--- config.mk ---
export PLATFORM = sky130hd
export DESIGN_NAME = sipo_deserializer_flat
export DESIGN_NICKNAME = d
export VERILOG_FILES = /design/src/rtl/sipo_deserializer_pkg.sv /design/src/rtl/sipo_deserializer_if.sv /design/src/rtl/sipo_deserializer_align_ext.sv /design/src/rtl/sipo_deserializer.sv /design/src/flat_wrapper.sv
export SDC_FILE = /design/constraint.sdc
export NUM_CORES = 1
export LEC_CHECK = 0
export CAP_MARGIN = 20
export CORE_MARGIN = 3
export CORE_UTILIZATION = 51
export CTS_BUF_LIST = sky130_fd_sc_hd__clkbuf_16
export CTS_CLUSTER_DIAMETER = 80
export DETAILED_ROUTE_END_ITERATION = 6
export PLACE_DENSITY_LB_ADDON = 0.15
export SYNTH_ARGS = -nofsm -noshare
export SYNTH_HDL_FRONTEND = slang
export SYNTH_SLANG_ARGS = --single-unit
--- constraint.sdc ---
create_clock -name clk -period 3 [get_ports clk]
set_input_delay 0.9 -clock clk [delete_from_list [all_inputs] [get_ports clk]]
set_output_delay 0.9 -clock clk [all_outputs]
set_load 0.01 [all_outputs]
--- src/rtl/sipo_deserializer_pkg.sv ---
// Shared constants for the serial shift blocks: extension-type encodings.
package sipo_deserializer_pkg;

    // Fill used for the vacated MSBs of a flushed partial word.
    localparam logic EXT_LOGIC = 1'b0;
    localparam logic EXT_ARITH = 1'b1;

    // Fill bit for a partial word: zero, or a copy of the newest (most significant) bit.
    function automatic logic fill_bit(input logic ext_type, input logic msb);
        return (ext_type == EXT_ARITH) ? msb : 1'b0;
    endfunction

endpackage

--- src/rtl/sipo_deserializer_if.sv ---
// Serial input, parallel output and status bundle of the deserializer.
interface sipo_deserializer_if #(
    parameter int unsigned w = 4
);
    logic                   s_in;
    logic                   s_en;
    logic                   flush;
    logic                   ext_type;
    logic [w-1:0]           dout;
    logic                   dout_valid;
    logic                   dout_ready;
    logic [$clog2(w)-1:0]   bit_cnt;
    logic                   overrun;

    // Serial link and consumer side.
    modport master (
        output s_in, s_en, flush, ext_type, dout_ready,
        input  dout, dout_valid, bit_cnt, overrun
    );

    // Deserializer side.
    modport slave (
        input  s_in, s_en, flush, ext_type, dout_ready,
        output dout, dout_valid, bit_cnt, overrun
    );
endinterface

--- src/rtl/sipo_deserializer_align_ext.sv ---
// Right-aligns the k newest bits of the shift register and extends the vacated MSBs.
module sipo_deserializer_align_ext
    import sipo_deserializer_pkg::*;
#(
    parameter int unsigned w  = 4,
    parameter int unsigned KW = $clog2(w + 1)
) (
    input  logic [w-1:0]  sr_n_i,
    input  logic [KW-1:0] k_i,
    input  logic          ext_type_i,
    output logic [w-1:0]  word_o
);

    logic fill;

    assign fill = fill_bit(ext_type_i, sr_n_i[w-1]);

    // The k received bits sit in the top of sr_n; bit i of the word comes from i + (w - k).
    always_comb begin
        word_o = '0;
        for (int i = 0; i < int'(w); i++) begin
            if (i < int'(k_i)) begin
                word_o[i] = sr_n_i[i + int'(w) - int'(k_i)];
            end else begin
                word_o[i] = fill;
            end
        end
    end

endmodule

--- src/rtl/sipo_deserializer.sv ---
// Serial-in, parallel-out receiver: LSB-first bits assembled into w-bit words,
// double-buffered behind a valid/ready output register.
module sipo_deserializer
    import sipo_deserializer_pkg::*;
#(
    parameter int unsigned  w       = 4,
    parameter logic [w-1:0] rst_val = '0
) (
    input logic               clk,
    input logic               rst,
    sipo_deserializer_if.slave bus_io
);

    localparam int unsigned CntW = $clog2(w);
    localparam int unsigned KW   = $clog2(w + 1);

    logic [w-1:0]    sr_q, sr_n;
    logic [CntW-1:0] bit_cnt_q, bit_cnt_d;
    logic [KW-1:0]   k;
    logic [w-1:0]    dout_q, dout_d;
    logic            valid_q, valid_d;
    logic            overrun_q, overrun_d;
    logic [w-1:0]    word;
    logic            complete;
    logic            accept;

    // Bit intake: shift the new bit in at the top and count it.
    always_comb begin
        sr_n = bus_io.s_en ? {bus_io.s_in, sr_q[w-1:1]} : sr_q;
        k    = KW'(bit_cnt_q) + KW'(bus_io.s_en);
    end

    sipo_deserializer_align_ext #(
        .w  (w),
        .KW (KW)
    ) u_align_ext (
        .sr_n_i     (sr_n),
        .k_i        (k),
        .ext_type_i (bus_io.ext_type),
        .word_o     (word)
    );

    // Completion and output handshake; a word that finds the holding register busy is dropped.
    always_comb begin
        complete  = (k == KW'(w)) || (bus_io.flush && (k != '0));
        accept    = valid_q && bus_io.dout_ready;
        bit_cnt_d = complete ? '0 : CntW'(k);
        dout_d    = dout_q;
        valid_d   = valid_q;
        overrun_d = 1'b0;
        if (complete && (!valid_q || accept)) begin
            dout_d  = word;
            valid_d = 1'b1;
        end else begin
            if (complete) begin
                overrun_d = 1'b1;
            end
            if (accept) begin
                valid_d = 1'b0;
            end
        end
    end

    // State registers; reset discards any partial word.
    always_ff @(posedge clk or posedge rst) begin
        if (rst) begin
            sr_q      <= '0;
            bit_cnt_q <= '0;
            dout_q    <= rst_val;
            valid_q   <= 1'b0;
            overrun_q <= 1'b0;
        end else begin
            sr_q      <= sr_n;
            bit_cnt_q <= bit_cnt_d;
            dout_q    <= dout_d;
            valid_q   <= valid_d;
            overrun_q <= overrun_d;
        end
    end

    assign bus_io.dout       = dout_q;
    assign bus_io.dout_valid = valid_q;
    assign bus_io.bit_cnt    = bit_cnt_q;
    assign bus_io.overrun    = overrun_q;

endmodule

--- src/flat_wrapper.sv ---
// flat-port wrapper written by rule: the top's interface ports become plain ports
module sipo_deserializer_flat import sipo_deserializer_pkg::*;
#(
    parameter int unsigned  w       = 4,
    parameter logic [w-1:0] rst_val = '0
)
  (clk, rst, bus_io_s_in, bus_io_s_en, bus_io_flush, bus_io_ext_type, bus_io_dout_ready, bus_io_dout, bus_io_dout_valid, bus_io_bit_cnt, bus_io_overrun);
  sipo_deserializer_if #(.w(w)) bus_io_i ();
  input logic clk;
  input logic rst;
  input wire logic [$bits(bus_io_i.s_in)-1:0] bus_io_s_in;
  input wire logic [$bits(bus_io_i.s_en)-1:0] bus_io_s_en;
  input wire logic [$bits(bus_io_i.flush)-1:0] bus_io_flush;
  input wire logic [$bits(bus_io_i.ext_type)-1:0] bus_io_ext_type;
  input wire logic [$bits(bus_io_i.dout_ready)-1:0] bus_io_dout_ready;
  output wire logic [$bits(bus_io_i.dout)-1:0] bus_io_dout;
  output wire logic [$bits(bus_io_i.dout_valid)-1:0] bus_io_dout_valid;
  output wire logic [$bits(bus_io_i.bit_cnt)-1:0] bus_io_bit_cnt;
  output wire logic [$bits(bus_io_i.overrun)-1:0] bus_io_overrun;
  assign bus_io_i.s_in = bus_io_s_in;
  assign bus_io_i.s_en = bus_io_s_en;
  assign bus_io_i.flush = bus_io_flush;
  assign bus_io_i.ext_type = bus_io_ext_type;
  assign bus_io_i.dout_ready = bus_io_dout_ready;
  assign bus_io_dout = bus_io_i.dout;
  assign bus_io_dout_valid = bus_io_i.dout_valid;
  assign bus_io_bit_cnt = bus_io_i.bit_cnt;
  assign bus_io_overrun = bus_io_i.overrun;
  sipo_deserializer #(.w(w), .rst_val(rst_val)) u_core (.clk(clk), .rst(rst), .bus_io(bus_io_i));
endmodule
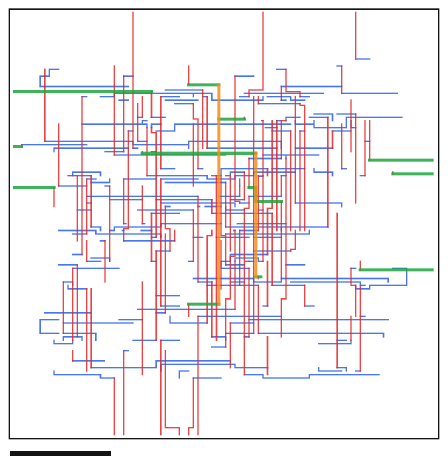
run_1/layers.png
The bar under the picture is 10 µm long.
Key: red = M2 [wire length 716 µm]; orange = M4 [wire length 34.0 µm]; green = M3 [wire length 60.0 µm]; blue = M1 [wire length 634 µm]
drt wl/cell: 15.2 µm
DRT Wirelength: 1.44 mm
Via Count: 525

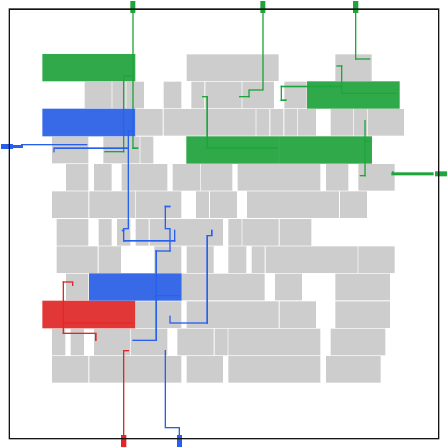
run_1/port_trees.png
Key: blue = `bus_io_bit_cnt` [direction output, edge 1 south, 1 west, end cells 2, buffers 2, wire 76.9 µm]; red = `bus_io_dout_valid` [direction output, edge south, end cells 1, buffers 1, wire 26.0 µm]; green = `bus_io_dout` [direction output, edge 3 north, 1 east, end cells 4, buffers 4, wire 80.2 µm]
num ports: 15
port bufs: 14

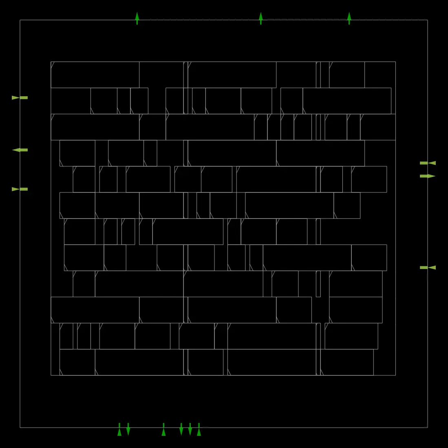
run_1/placed.png
Cell Rows: 12
Seq Cell Count: 12
fin util: 80.9%
final-layout fill cell count: 75
flop share of the area: 31.7%

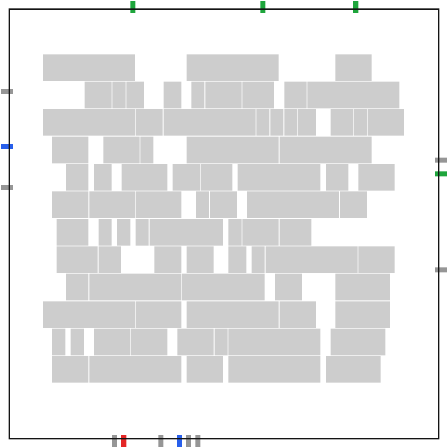
run_1/pinout.png
Pins as bars across the die edge, other pins in grey.
Key: green = `bus_io_dout` [pins 4, direction output, edge 3 north, 1 east]; red = `bus_io_dout_valid` [pins 1, direction output, edge south]; blue = `bus_io_bit_cnt` [pins 2, direction output, edge 1 south, 1 west]
All pins by edge: 6 south, 3 west, 3 north, 3 east.
DIE WIDTH: 42.4 µm
die outline height: 42.4 µm

==> metrics.csv, run 1 <==
metric,value,unit
Mux area share,17.0,%
yosys warning tally,0,
Hold Crit Endpoint,u_core.sr_q[0],
Comb pwr share,32.8,%
synth top area cells,"dfrtp_1 44%, mux2_4 8.9%, ha_1 7.4%",
"area leader, netlist",dfrtp_1,
Slew Limit Fails,0,
Clock power frac,35.1,%
Reg2Reg Depth,6,
NetSw,0.178,mW
Core ar.,0.00117,mm²
Synth Area in XOR/XNOR,0,%
GRT Total Usage,18.6,%
CTS tree,yes,
crit path time final,2780,ps
min-delay src,u_core.sr_q[0],
Yosys Instances,59,
Distinct lib cells used,24,
CTS Sinks,12,
critical path data required time,3120,ps
CP peak stage delay,520,ps
clkbuf count,3,
cell with the most instances after synthesis,dfrtp_1,
Post-DRT Antenna Nets,0,
inverters,5,
combinational power,0.221,mW
Synth Instances,59,
Worst VDD drop,0.442,mV
Data buffer area share,18.8,%
Hold Fails Final Rpt,0,
Crit Path Class,primary input to register,
Pre-Place Util,57.8,%
Area-dominant class,logic gates,
power per standard cell area,711,mW/mm²
total die size,0.00180,mm²
final setup fails,0,
overall power,0.674,mW
Post-Syn Area per Cell,11.5,µm²
period utilisation layout,92.5,%
DRT iter0 DRCs,9,
area share of fa/ha/maj cells after synthesis,10.4,%
most used logic cell in the final layout,clkdlybuf4s50_1,
crit-path max FO,2,
placed cell count,92,
Tapcell Cnt,14,
Non-CTS buffers,19,
logic area,358,µm²
vias in the first global route,556,
Dominant Register Cell,dfrtp_1,
Hold Path Cell Cnt,1,
Simple-Gate Area Share,13.5,%
Setup TNS,0,ps
CTS Hold Bufs,0,
grt ovf,0,
FF+latch area,300,µm²
final worst setup slack,224,ps
number of max-cap violations,0,
#FFs+latches synth,12,
Worst-Margin Slew,457,ps
Synth Seq Share,44.4,%
Setup Skew,2.90,ps
M1 GR Usage,23.2,%
tool warnings,28,
Worst-path clk slew,40,ps
CP startpoint,bus_io_s_en,
Pint,0.495,mW
GRT busiest layer,met2,
Resized Gates After CTS,0,
Post-synth ARST share,100,%
RSZ-0062 raised after global routing,no,
CTS H-tree depth,1,
Area growth syn-to-layout,39.9,%
FF-to-FF Start,u_core.bus_io.bit_cnt[0],
fraction of layout cells with a size suffix above 1,18.5,%
most frequent cells in the layout,"14 x clkdlybuf4s50_1, 12 x dfrtp_1, 7 x nor2_1",
CP top delay family,adder cells,
outcome,finished clean,
dpl ws,-19.8,ps
Worst setup EP type,register,
clk latency late pin,240,ps
worst r2r dst,u_core.bus_io.dout[2],
Slew HR,69.5,%
Critical Path End,u_core.bus_io.dout[2],
top power group,the clock network,
most frequent cells after synthesis,"12 x dfrtp_1, 7 x nor2_1, 5 x inv_1",
wire length of the first global-routing pass,2.48,mm
"setup slack, reg-to-reg",960,ps
Clock buf/inv share,7.93,%
cell area after synthesis,677,µm²
clk root buf,clkbuf_16,
startpoint types,primary input,
Final #Nets,95,
grt met3 use,4.72,%
DRC,0,
leakage,0.430,nW
gpl congestion,0.824,
vias per inst,5.53,
# diodes,0,
run_1/clock_wires.png
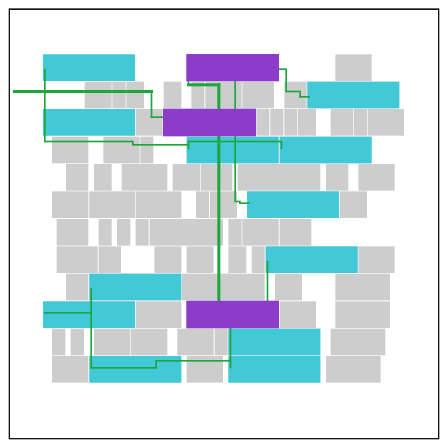

==> inputs of run 2 (changes only) <==
--- a/config.mk
+++ b/config.mk
@@ -6,8 +6,10 @@
 export NUM_CORES = 1
 export LEC_CHECK = 0
 export CAP_MARGIN = 20
+export CELL_PAD_IN_SITES_DETAIL_PLACEMENT = 2
+export CELL_PAD_IN_SITES_GLOBAL_PLACEMENT = 2
 export CORE_MARGIN = 3
-export CORE_UTILIZATION = 51
+export CORE_UTILIZATION = 33
 export CTS_BUF_LIST = sky130_fd_sc_hd__clkbuf_16
 export CTS_CLUSTER_DIAMETER = 80
 export DETAILED_ROUTE_END_ITERATION = 6
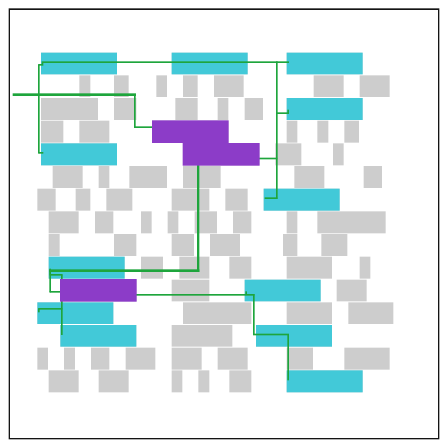
run_2/clock_wires.png
Key: cyan = flip-flops [count 12]; purple = clock-net drivers [count 3]; green = clock wires [length 174 µm]
There are 4 routed clock nets.
clk latency late pin: 240 ps
Clock power frac: 34.1%

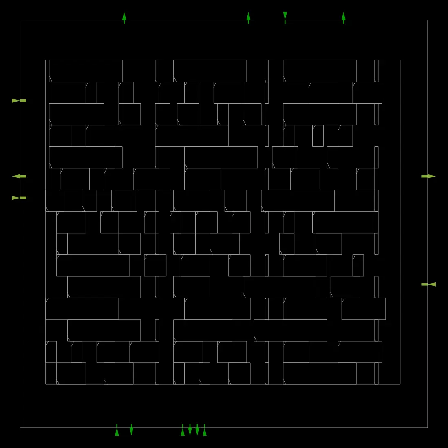
run_2/placed.png
flop share of the area: 30.5%
final-layout fill cell count: 196
Core ar.: 0.00182 mm²

==> run 2 against run 1 <==
Count of clock-buffer cells in the layout did not move. Die size is 46% higher. Area after synthesis unchanged. Clock power hardly changed. Critical path type unchanged.
==> metrics.csv, run 2 <==
metric,value,unit,change
Area growth syn-to-layout,45.3,%,
crit-path max FO,5,,+3
Simple-Gate Area Share,13.5,%,unchanged
drt wl/cell,20.3,µm,+33%
most frequent cells in the layout,"14 x clkdlybuf4s50_1, 12 x dfrtp_1, 7 x nor2_1, 7 x buf_4, 5 x inv_1",,
RSZ-0062 raised after global routing,no,,
CTS Sinks,12,,unchanged
min-delay src,u_core.bus_io.dout_valid,,
fraction of layout cells with a size suffix above 1,20.5,%,+2.0 points
Via Count,563,,+7.2%
CP top delay family,buffers and inverters,,
Mux area share,17.0,%,unchanged
synth top area cells,"dfrtp_1 44%, mux2_4 8.9%, ha_1 7.4%",,
Data buffer area share,19.6,%,+0.83 points
Slew HR,66.9,%,-2.6 points
clk root buf,clkbuf_16,,
Pre-Place Util,37.2,%,-21 points
Worst-Margin Slew,496,ps,+39.3 ps
tool warnings,28,,unchanged
period utilisation layout,94.4,%,+1.9 points
grt ovf,0,,unchanged
DIE WIDTH,51.3,µm,+21%
yosys warning tally,0,,unchanged
# diodes,0,,unchanged
die outline height,51.3,µm,+21%
Pint,0.500,mW,+0.98%
most frequent cells after synthesis,"12 x dfrtp_1, 7 x nor2_1, 5 x inv_1",,
#FFs+latches synth,12,,unchanged
NetSw,0.198,mW,+11%
num ports,15,,unchanged
CTS Hold Bufs,0,,unchanged
Reg2Reg Depth,7,,+1
Hold Crit Endpoint,u_core.bus_io.dout_valid,,
Synth Instances,59,,unchanged
clkbuf count,3,,unchanged
Setup Skew,0.489,ps,-2.41 ps
top power group,combinational cells,,
Worst-path clk slew,40,ps,about the same
CP peak stage delay,490,ps,-30 ps
Slew Limit Fails,0,,unchanged
power per standard cell area,710,mW/mm²,-0.18%
cell with the most instances after synthesis,dfrtp_1,,
outcome,finished clean,,
Setup TNS,0,ps,unchanged
vias in the first global route,729,,+31%
cell area after synthesis,677,µm²,unchanged
Resized Gates After CTS,0,,unchanged
critical path data required time,3150,ps,+30 ps
fin util,54.0,%,-27 points
Non-CTS buffers,21,,+2
Critical Path End,u_core.bus_io.dout[1],,
vias per inst,5.21,,-5.7%
Post-Syn Area per Cell,11.5,µm²,unchanged
area share of fa/ha/maj cells after synthesis,10.4,%,unchanged
Hold Fails Final Rpt,0,,unchanged
inverters,5,,unchanged
Dominant Register Cell,dfrtp_1,,
M1 GR Usage,24.0,%,+0.82 points
Tapcell Cnt,25,,+11
crit path time final,2830,ps,+55.6 ps
DRC,0,,unchanged
dpl ws,-71.4,ps,-51.6 ps
GRT busiest layer,met2,,
logic area,365,µm²,+2.1%
total die size,0.00263,mm²,+46%
leakage,0.448,nW,+4.1%
CP startpoint,bus_io_s_en,,
No activity file was given, so power comes from the tool's default toggle rates.
